### Zoomed window, run 1

Window x 57 to 87, y 33 to 63 microns. Cells in gray, sequential cells in the stronger gray; small squares are vias.
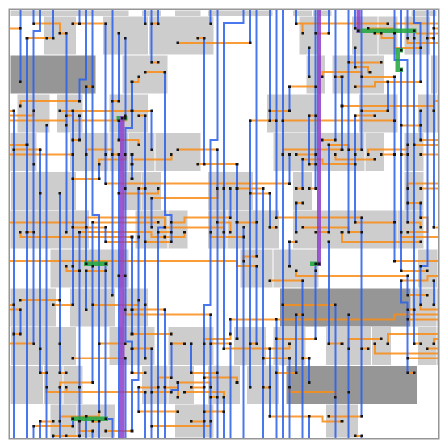
### Clock routing, run 1

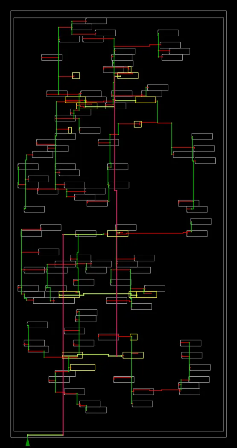
### Routed clock nets over the placement, run 1

Bar = 20 microns.
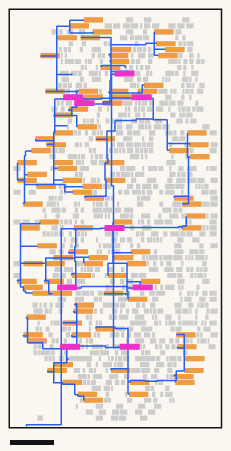
### Where the registers sit, run 1

Bar = 20 microns. Other sequential cells in the stronger gray, the rest of the logic in the fainter gray.
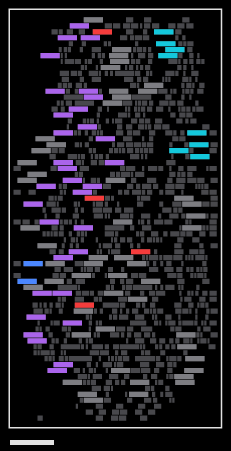
$ cat src/rtl/quad_spike_encoder.sv
// Quadrature-to-spike front end: two encoders drive four leaky
// integrate-and-fire channels with clean pulse/refractory timing.
module quad_spike_encoder #(
  parameter int PULSE_LEN   = 2,
  parameter int REFRACT_LEN = 2,
  parameter int POT_W       = 8
) (
  input  logic             clk,
  input  logic             rst_n,
  input  logic             enc_x_a,
  input  logic             enc_x_b,
  input  logic             enc_y_a,
  input  logic             enc_y_b,
  input  logic             cfg_enable,
  input  logic [POT_W-1:0] cfg_threshold,
  input  logic [7:0]       cfg_leak_period,
  input  logic             err_clr,
  output logic [3:0]       spike_out,
  output logic             enc_error,
  output logic [POT_W-1:0] pot_east,
  output logic [POT_W-1:0] pot_north,
  output logic [POT_W-1:0] pot_west,
  output logic [POT_W-1:0] pot_south
);

  typedef enum logic [1:0] {
    IDLE,
    HIGH,
    REFR
  } ch_state_t;

  logic [1:0] sx1, sx2, px;
  logic [1:0] sy1, sy2, py;

  always_ff @(posedge clk or negedge rst_n) begin
    if (!rst_n) begin
      sx1 <= 2'b00;
      sx2 <= 2'b00;
      px  <= 2'b00;
      sy1 <= 2'b00;
      sy2 <= 2'b00;
      py  <= 2'b00;
    end else begin
      sx1 <= {enc_x_a, enc_x_b};
      sx2 <= sx1;
      px  <= sx2;
      sy1 <= {enc_y_a, enc_y_b};
      sy2 <= sy1;
      py  <= sy2;
    end
  end

  // Gray position: 00->0, 01->1, 11->2, 10->3
  function automatic logic [1:0] gpos(input logic [1:0] g);
    return {g[1], g[1] ^ g[0]};
  endfunction

  logic [1:0] cxp, pxp, cyp, pyp;
  logic       x_fwd, x_bwd, x_ill;
  logic       y_fwd, y_bwd, y_ill;

  assign cxp   = gpos(sx2);
  assign pxp   = gpos(px);
  assign cyp   = gpos(sy2);
  assign pyp   = gpos(py);
  assign x_fwd = (cxp == 2'(pxp + 2'd1));
  assign x_bwd = (cxp == 2'(pxp - 2'd1));
  assign x_ill = ((sx2 ^ px) == 2'b11);
  assign y_fwd = (cyp == 2'(pyp + 2'd1));
  assign y_bwd = (cyp == 2'(pyp - 2'd1));
  assign y_ill = ((sy2 ^ py) == 2'b11);

  always_ff @(posedge clk or negedge rst_n) begin
    if (!rst_n) begin
      enc_error <= 1'b0;
    end else if (x_ill || y_ill) begin
      enc_error <= 1'b1;
    end else if (err_clr) begin
      enc_error <= 1'b0;
    end
  end

  logic [7:0] leak_cnt;
  logic       leak_tick;

  // >= keeps a shortened period from running past its compare
  assign leak_tick = cfg_enable
                   && (cfg_leak_period != 8'd0)
                   && (leak_cnt >= cfg_leak_period - 8'd1);

  always_ff @(posedge clk or negedge rst_n) begin
    if (!rst_n) begin
      leak_cnt <= 8'd0;
    end else if (cfg_leak_period == 8'd0) begin
      leak_cnt <= 8'd0;
    end else if (cfg_enable) begin
      leak_cnt <= leak_tick ? 8'd0 : leak_cnt + 8'd1;
    end
  end

  logic [POT_W-1:0] thr_eff;
  logic [3:0]       inc;
  logic [3:0]       spk_vec;
  logic [POT_W-1:0] pot_arr [4];

  assign thr_eff = (cfg_threshold == '0) ? POT_W'(1) : cfg_threshold;
  assign inc     = cfg_enable ? {y_bwd, x_bwd, y_fwd, x_fwd} : 4'b0000;

  for (genvar g = 0; g < 4; g++) begin : g_ch
    ch_state_t        st;
    logic [7:0]       cnt;
    logic [POT_W-1:0] pot;
    logic             spk;
    logic [POT_W:0]   sum;
    logic [POT_W-1:0] p1, p2;
    logic             fire;

    assign sum  = {1'b0, pot} + (POT_W+1)'(inc[g]);
    assign p1   = sum[POT_W] ? '1 : sum[POT_W-1:0];
    assign p2   = (leak_tick && p1 != '0) ? p1 - POT_W'(1) : p1;
    assign fire = cfg_enable && (st == IDLE) && (p2 >= thr_eff);

    always_ff @(posedge clk or negedge rst_n) begin
      if (!rst_n) begin
        st  <= IDLE;
        cnt <= 8'd0;
        pot <= '0;
        spk <= 1'b0;
      end else begin
        pot <= (!cfg_enable || fire) ? '0 : p2;
        unique case (st)
          IDLE: begin
            if (fire) begin
              st  <= HIGH;
              cnt <= 8'd0;
              spk <= 1'b1;
            end
          end
          HIGH: begin
            if (cnt == 8'(PULSE_LEN - 1)) begin
              st  <= REFR;
              cnt <= 8'd0;
              spk <= 1'b0;
            end else begin
              cnt <= cnt + 8'd1;
            end
          end
          REFR: begin
            if (cnt == 8'(REFRACT_LEN - 1)) begin
              st  <= IDLE;
              cnt <= 8'd0;
            end else begin
              cnt <= cnt + 8'd1;
            end
          end
          default: begin
            st  <= IDLE;
            cnt <= 8'd0;
            spk <= 1'b0;
          end
        endcase
      end
    end

    assign spk_vec[g] = spk;
    assign pot_arr[g] = pot;
  end

  assign spike_out = spk_vec;
  assign pot_east  = pot_arr[0];
  assign pot_north = pot_arr[1];
  assign pot_west  = pot_arr[2];
  assign pot_south = pot_arr[3];

endmodule

$ cat config.mk
export PLATFORM = sky130hd
export DESIGN_NAME = quad_spike_encoder
export DESIGN_NICKNAME = d
export VERILOG_FILES = /design/src/rtl/quad_spike_encoder.sv
export SDC_FILE = /design/constraint.sdc
export NUM_CORES = 1
export LEC_CHECK = 0
export CORE_ASPECT_RATIO = 2
export CORE_UTILIZATION = 40
export CTS_BUF_LIST = sky130_fd_sc_hd__clkbuf_16
export DETAILED_ROUTE_END_ITERATION = 6
export HOLD_SLACK_MARGIN = 0.12
export SETUP_SLACK_MARGIN = 0.02
export SYNTH_ARGS = -nofsm -noshare
export SYNTH_HDL_FRONTEND = slang
export SYNTH_SLANG_ARGS = --single-unit
export TNS_END_PERCENT = 100
$ cat constraint.sdc
create_clock -name clk -period 6.6 [get_ports clk]
set_input_delay 1.32 -clock clk [delete_from_list [all_inputs] [get_ports clk]]
set_output_delay 1.32 -clock clk [all_outputs]
set_load 0.005 [all_outputs]
==> impl_metrics.yaml, run 1 <==
# synthesis and place-and-route metrics
die:
  core_sq_um: 17360
  die-area_sq_um: 18410
  fp_util: 0.4110
  die_h_microns: 190.9
cts:
  cts_resized: 0
  cts_hold_buf: 0
  cts.sinks: 97
  clk_pin_slew_worst_paths_ns: 0.07
worst_hold_path:
  hold_end: "sy2[0]"
detailed_routing:
  wl_met2_microns: 10310
  avgRoutedWirePerCell_microns: 16.64
  routed_wl_microns: 17940
  vias: 6029
  wl_met1_microns: 6713
final_timing:
  finalCriticalPeriod_ns: 6.064
  hold_slack_ns: 0.3513
  max_freq_mhz: 164.9
  fin_crit_sh: 0.9188
setup_path:
  crit_path_max_fanout: 11
  cp_cell_sequence: "clkdlybuf4s50_1 > inv_1 > buf_4 > nor3_1 > ha_1 > ha_1 > and2_1 > nand2_1 > nor3_1 > nor2_1 > ha_1 > inv_1 > a21oi_1 > and4b_1 > nor2_1 > xor2_1 > ha_1 > nand2b_1 > a2111o_1 > a31oi_1 > o31a_2 > or2_2 > o21ai_0"
  end_kind: "flip-flop"
  reg2reg_slack_ns: 1.57
  cp-startpoint: "cfg_enable"
  critPathRequiredTime_ns: 6.83
  crit_arrival_ns: 6.30
  worstSetupPathDepth: 23
  worstSetupEndpoint: "g_ch[3].cnt[5]"
  reg2reg_from: "sx2[1]"
power:
  p_total_w: 0.001977
  pwr_density_cell_nw_per_um2: 237.4
synth:
  synthTopCellsByCount: "dfrtp_1, ha_1, o21ai_0, nor2_1, nand2_1"
  yosys_area_sq_um: 7134
  ys_async_sr_fraction: 1.000
  synth-main-ff-cell: "dfrtp_1"
  synth_area_per_cell_sq_um: 9.008
  most_common_cell: "dfrtp_1"
  ys_types: 68
  numSynthFlops: 97
  yosys.area.top_type_share: 0.3402
cells_and_area:
  layout.nets: 965
  final_area_sq_um: 8328
  areaGrowthSynthToFinish_pct: 16.73
flow_run:
  warning_count: 42
  maxCapViolCount: 0
placed_design:
  gp_congestion: 0.8399
global_routing:
  grt_overflow: 0
  grtUsageTotal: 0.2063
  grt_pass1_vias: 5948
status:
  status: "finished, final reports clean"
## Picture notes: 'Zoomed window'
met3: drawn in green. met1: drawn in orange. met2: drawn in blue. met4: drawn in purple.
Netlist names of flops here include pot_south (2), pot_north (1). 68 logic cells have their middle in the window. Sequential cells in the window: 3. Most frequent: nand2_1 (11).

## Picture notes: 'Clock routing'
worst-skew pair later-pin latency: 0.35 ns
clock buffers: 9
Clock group: 0.000536 W
clk_skew: 0.007672 ns

## Picture notes: 'Routed clock nets over the placement'
flip-flops: drawn in orange, count 97. cells driving clock nets: drawn in magenta, count 9. clock wires: drawn in blue, length 1440 microns.
There are 10 routed clock nets. Position of the flops: widely spread.
Clock Power Share: 0.271

## Picture notes: 'Where the registers sit'
g_ch.cnt: drawn in purple, sequential cells 32. pot_east: drawn in cyan, sequential cells 8, where upper right. sy1: drawn in blue, sequential cells 2. g_ch.spk: drawn in red, sequential cells 4.
Another 51 sequential cells are not colored.
Seq group: 0.000773 W
register area: 2427 sq um
sequential share of cell area: 0.2915

==> run 1: metrics by stage <==
stage	TNS, ns	cells
finish	0	1078
global route	0	1078
CTS	0	1078
detailed placement	-0.9494	1062
global placement	-0.4601	1062
floorplan	0	792
==> run 1: cell type report <==
class | instances | share of cell area
clock inverters | 7 | 0.008714
multi-input cells | 645 | 0.5388
well taps | 210 | 0.03155
flip-flops and latches | 97 | 0.2915
repair buffers | 78 | 0.08804
clock buffers | 9 | 0.02704
inverters | 32 | 0.01442
==> run 1: sequential cells by signal, indices dropped and copies added, names as in the netlist, 4 cells and up <==
name and cells:
leak_cnt 8, pot_east 8, pot_south 8, g_ch.cnt 32, g_ch.st 8, pot_west 8, g_ch.spk 4, pot_north 8
==> run 1: kinds of logic after synthesis <==
| logic type | count (synthesis) | synth area share |
|---|---|---|
| AOI/OAI and AO/OA | 190 | 0.1784 |
| DFF | 97 | 0.3402 |
| buffers and inverters | 50 | 0.03104 |
| and+or+nand+nor | 314 | 0.2331 |
| adders and majority gates | 78 | 0.1368 |
| xor gates and xnor gates | 47 | 0.05770 |
| muxes | 16 | 0.02280 |
==> run 1: power by group <==
part / total (W) / switching [W] / internal, W
clock network: 0.000536 / 0.000241 / 0.000294
logic: 0.000669 / 0.000393 / 0.000276
registers: 0.000773 / 0.0000883 / 0.000684
==> run 1: worst reg2reg max path, delay by kind of cell, from the launching register on <==
kind                     cells  cell delay [ns]
AND/OR/NAND/NOR              9             1.93
AND-OR/OR-AND                3             1.07
adder cells (fa/ha/maj)      4             0.95
flip-flops                   1             0.42
XOR/XNOR                     2             0.35
multiplexers                 1             0.23
==> run 1: layer usage <==
metal | GRT usage | vias up
met5 | 0 | -
met4 | 0.09389 | 0
met3 | 0.02751 | 35
met2 | 0.4053 | 93
met1 | 0.2028 | 2888
li1 | - | 3013
--- run 2 (diff from run 1) ---
Settings changed: ABC_CLOCK_PERIOD_IN_PS set to 6600, CTS_CLUSTER_SIZE set to 14.
### Drive-strength map, run 2

Bar = 20 microns.
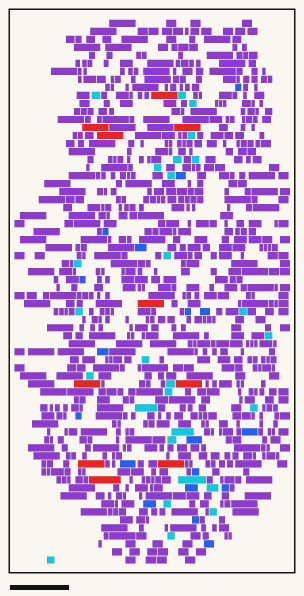
drive 3 to 4: drawn in cyan, cells 27, share 3.1%. drive 2: drawn in blue, cells 18, share 2.1%. drive 6 and up: drawn in red, cells 10, share 1.2%. drive 1 or less: drawn in purple, cells 813, share 94%.
P&R area growth vs syn: 16.73%
Non-clk bufs: 78
Final WS setup: 0.5359 ns
fin area: 8328 sq um

### Zoomed window, run 2

Window x 57 to 87, y 33 to 63 microns. Cells in gray, sequential cells in the stronger gray; small squares are vias.
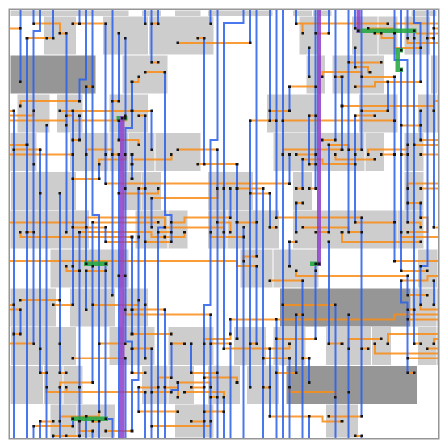
met4: drawn in purple. met3: drawn in green. met1: drawn in orange. met2: drawn in blue.
68 logic cells have their middle in the window. Sequential cells in the window: 3. Netlist names of flops here include pot_south (2), pot_north (1). Most frequent: nand2_1 (11).

### Routed clock nets over the placement, run 2

Bar = 20 microns.
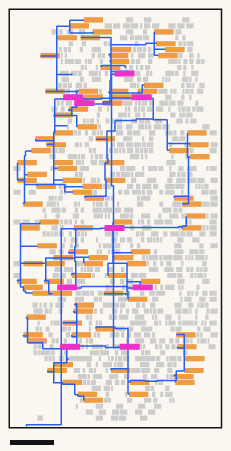
flip-flops: drawn in orange, count 97. cells driving clock nets: drawn in magenta, count 9. clock wires: drawn in blue, length 1440 microns.
Position of the flops: widely spread. There are 10 routed clock nets.

==> run 2 against run 1 <==
  * Synthesized cell count stayed put
  * Critical path type unchanged
  * First-iteration DRC count unchanged
  * Core utilization unchanged
  * Maximum frequency unchanged
  * Sequential share of layout area unchanged
  * Non-clock buffer count did not move
  * Cell area unchanged
  * Largest power group unchanged
  * Global-route usage did not move
  * Count of clock-buffer cells in the layout is the same
  * Clock power about the same
  * Worst setup slack stayed put
  * Register-to-register slack barely moved
==> impl_metrics.yaml, run 2 <==
# synthesis and place-and-route metrics
final_timing:
  finClkSkew_ns: 0.007672
  setup_tns_ns: 0
setup_path:
  end_kind: "flip-flop"
  crit_arrival_ns: 6.30
  cp_cell_sequence: "clkdlybuf4s50_1 > inv_1 > buf_4 > nor3_1 > ha_1 > ha_1 > and2_1 > nand2_1 > nor3_1 > nor2_1 > ha_1 > inv_1 > a21oi_1 > and4b_1 > nor2_1 > xor2_1 > ha_1 > nand2b_1 > a2111o_1 > a31oi_1 > o31a_2 > or2_2 > o21ai_0"
  reg2reg_from: "sx2[1]"
  crit_path_max_fanout: 11
cells_and_area:
  n_all_inverters: 32
  nonClkBufAreaFrac: 0.08804
  regArea_sq_um: 2427
die:
  die-area_sq_um: 18410
  fp_util: 0.4110
status:
  status: "finished, final reports clean"
global_routing:
  met3_usage: 0.02751
cts:
  cts.sinks: 97
  cts_resized: 0
power:
  switching_power_w: 0.0007227
  clkPwrFrac: 0.271
  p_total_w: 0.001977
synth:
  yosys.area.top_type_share: 0.3402
  synth_area_per_cell_sq_um: 9.008
  most_common_cell: "dfrtp_1"
  numSynthFlops: 97
placed_design:
  place_inst: 1062
-- run 2: routing by layer --
| metal | part of all wire | up-vias | wire length [microns] |
|---|---|---|---|
| li1 | - | 3013 | - |
| met1 | 0.37 | 2888 | 6713 |
| met2 | 0.57 | 93 | 10310 |
| met3 | 0.017 | 35 | 301 |
| met4 | 0.034 | 0 | 614 |
| met5 | 0 | - | 0 |
-- run 2: logic make-up (layout without fill, tap and decap cells) --
logic type / after synthesis / in the layout / share of synthesized area
AOI/OAI and AO/OA: 190 / 190 / 0.1784
xor gates and xnor gates: 47 / 47 / 0.05770
adders and majority gates: 78 / 78 / 0.1368
buffers and inverters: 50 / 126 / 0.03104
DFF: 97 / 97 / 0.3402
muxes: 16 / 16 / 0.02280
and+or+nand+nor: 314 / 314 / 0.2331
-- run 2: worst register-to-register path: cells and delay by family, from the launching register on --
kind,cells,cell delay [ns]
multiplexers,1,0.23
XOR/XNOR,2,0.35
AND-OR/OR-AND,3,1.07
AND/OR/NAND/NOR,9,1.93
adder cells (fa/ha/maj),4,0.95
flip-flops,1,0.42
-- run 2: worst paths after layout --
kind / end / slack, ns / cells past startpoint
hold reg to reg: sy2[0] / 0.35 / 0
max in group asynchronous: g_ch[2].cnt[2] / 4.45 / 2
hold / removal: sy2[0] / 0.35 / 0
setup reg to reg: g_ch[2].cnt[0] / 1.57 / 19
min in group asynchronous: g_ch[1].cnt[4] / 0.89 / 1
setup / recovery: g_ch[3].cnt[5] / 0.54 / 23
-- run 2: power groups by stage --
stage | combinational [W] | sequential [W] | clock (W)
finish | 0.000669 | 0.000773 | 0.000536
global route | 0.000763 | 0.000787 | 0.000578
CTS | 0.000677 | 0.000773 | 0.000548
detailed placement | 0.000673 | 0.000783 | 0
global placement | 0.000662 | 0.000782 | 0
floorplan | 0.000487 | 0.000757 | 0
--- run 3 (diff from run 2) ---
Settings changed: REMOVE_ABC_BUFFERS set to 1.
### Zoomed window, run 3

Window x 57 to 87, y 33 to 63 microns. Cells in gray, sequential cells in the stronger gray; small squares are vias.
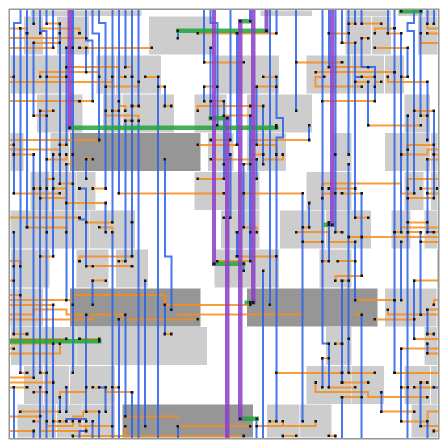
met2: drawn in blue. met4: drawn in purple. met1: drawn in orange. met3: drawn in green.
Netlist names of flops here include pot_north (3), pot_east (1). Sequential cells in the window: 4. Most frequent: nor2_1 (8). 64 logic cells have their middle in the window.

### Clock routing, run 3

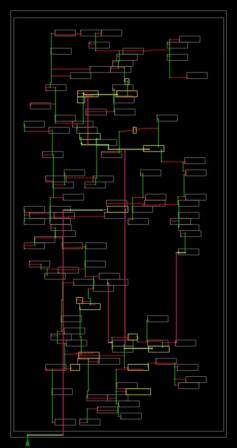
Clock group: 0.000554 W
clk_skew: 0.008100 ns

### Where the registers sit, run 3

Bar = 20 microns. Other sequential cells in the stronger gray, the rest of the logic in the fainter gray.
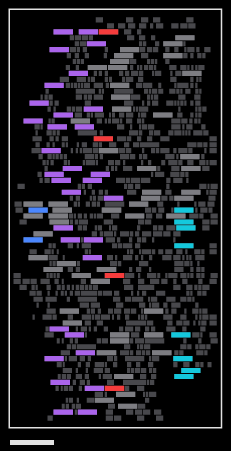
g_ch.cnt: drawn in purple, sequential cells 32. pot_east: drawn in cyan, sequential cells 8. sy1: drawn in blue, sequential cells 2. g_ch.spk: drawn in red, sequential cells 4.
Another 51 sequential cells are not colored.
Finished Core Util: 0.4783
sequential share of cell area: 0.2924

==> run 3 against run 2 <==
  * Wire length is 0.50% lower
  * Worst hold slack better by 0.0040 ns
  * Critical path depth decreased by 4
  * Maximum frequency barely moved
  * Worst setup slack got worse by 0.0044 ns
  * Power increased by 0.72%
  * Count of clock-buffer cells in the layout did not move
  * Combinational power down 1%
  * Clock power increased by 3%
  * Global-route usage is 0.067 points higher
  * Sequential share of layout area up 0.092 points
  * Sequential power barely moved
  * Critical endpoint is now g_ch[0].cnt[2]
  * Largest cell class unchanged
  * Largest power group unchanged
==> impl_metrics.yaml, run 3 <==
# synthesis and place-and-route metrics
status:
  status: "finished, final reports clean"
detailed_routing:
  routed.top_layer: "met4"
  routed_wl_microns: 17850
  wl_met3_microns: 316
cells_and_area:
  ff_count: 97
  dominant-cell-class: "multi-input combinational cells"
  signal_buffers: 74
  regArea_sq_um: 2427
  clock_cell_area_share: 0.03647
  largest_reg_flops: 32
  layout.nets: 961
synth:
  synth-main-ff-cell: "dfrtp_1"
  synthTopCellsByCount: "dfrtp_1, ha_1, o21ai_0, nor2_1, nand2_1"
  most_common_cell: "dfrtp_1"
  yosys_area_sq_um: 7134
  yosys.area.top_type_share: 0.3402
  ys_async_sr_fraction: 1.000
  synth_area_per_cell_sq_um: 9.008
  numSynthFlops: 97
die:
  core_sq_um: 17360
  die-area_sq_um: 18410
  die_h_microns: 190.9
  nWellTaps: 210
global_routing:
  met3_usage: 0.02552
  grt_pass1_vias: 6124
  grtUsageTotal: 0.2069
  top_usage_layer: "met2"
  grt_util_met2: 0.3871
  use_met1: 0.2152
flow_run:
  maxCapViolCount: 0
setup_path:
  cp_cell_sequence: "clkdlybuf4s50_1 > nor2_1 > nand3_1 > nor4_1 > xnor2_1 > ha_1 > nand4_1 > o31ai_4 > nand2_2 > nor2_1 > xor2_1 > ha_1 > nand2b_1 > a21o_1 > a211oi_1 > o31a_1 > o21a_1 > or2_2 > o21ai_0"
  end_kind: "flip-flop"
  crit_arrival_ns: 6.30
placed_design:
  gp_congestion: 0.8203
cts:
  cts_hold_buf: 0
  cts_resized: 0
final_timing:
  fin_crit_sh: 0.9195
  setup_tns_ns: 0
  max_freq_mhz: 164.8
run 3: power by group:
| part | total [W] | switching [W] | internal (W) | leakage, nW |
|---|---|---|---|---|
| Combinational | 0.000662 | 0.000390 | 0.000272 | 2.40 |
| Clock | 0.000554 | 0.000255 | 0.000299 | 0.147 |
| Sequential | 0.000775 | 0.0000910 | 0.000684 | 1.31 |
| Total | 0.00199 | 0.000735 | 0.00126 | 3.86 |
run 3: worst paths after layout:
path	endpoint	slack, ns	cells past startpoint	startpoint
max	g_ch[0].cnt[2]	0.53	19	cfg_leak_period[2]
min	sy2[0]	0.36	0	sy1[0]
max reg2reg	g_ch[0].cnt[2]	1.60	19	sx2[1]
min reg2reg	sy2[0]	0.36	0	sy1[0]
max in group asynchronous	g_ch[2].cnt[3]	4.50	2	rst_n
min in group asynchronous	g_ch[1].cnt[5]	0.86	1	rst_n
run 3: per-stage QoR:
stage	setup WS [ns]	total power, W	hold slack (ns)	area (sq um)	instances
2_1_floorplan	1.022	0.001221	0.3312	7033	774
3_3_place_gp	0.1076	0.001445	0.3356	7999	1058
3_5_place_dp	0.1313	0.001449	0.3387	7999	1058
4_1_cts	0.5052	0.002012	0.3567	8302	1074
5_1_grt	0.1243	0.002140	0.3572	8302	1074
6_report	0.5315	0.001991	0.3554	8302	1074
run 3: cell families after synthesis:
family | Yosys count | synth area share
AND/OR/NAND/NOR | 314 | 0.2331
buffers and inverters | 50 | 0.03104
AND-OR/OR-AND | 190 | 0.1784
multiplexers | 16 | 0.02280
adder cells (fa/ha/maj) | 78 | 0.1368
flip-flops | 97 | 0.3402
XOR/XNOR | 47 | 0.05770
No activity file was given, so power comes from the tool's default toggle rates.
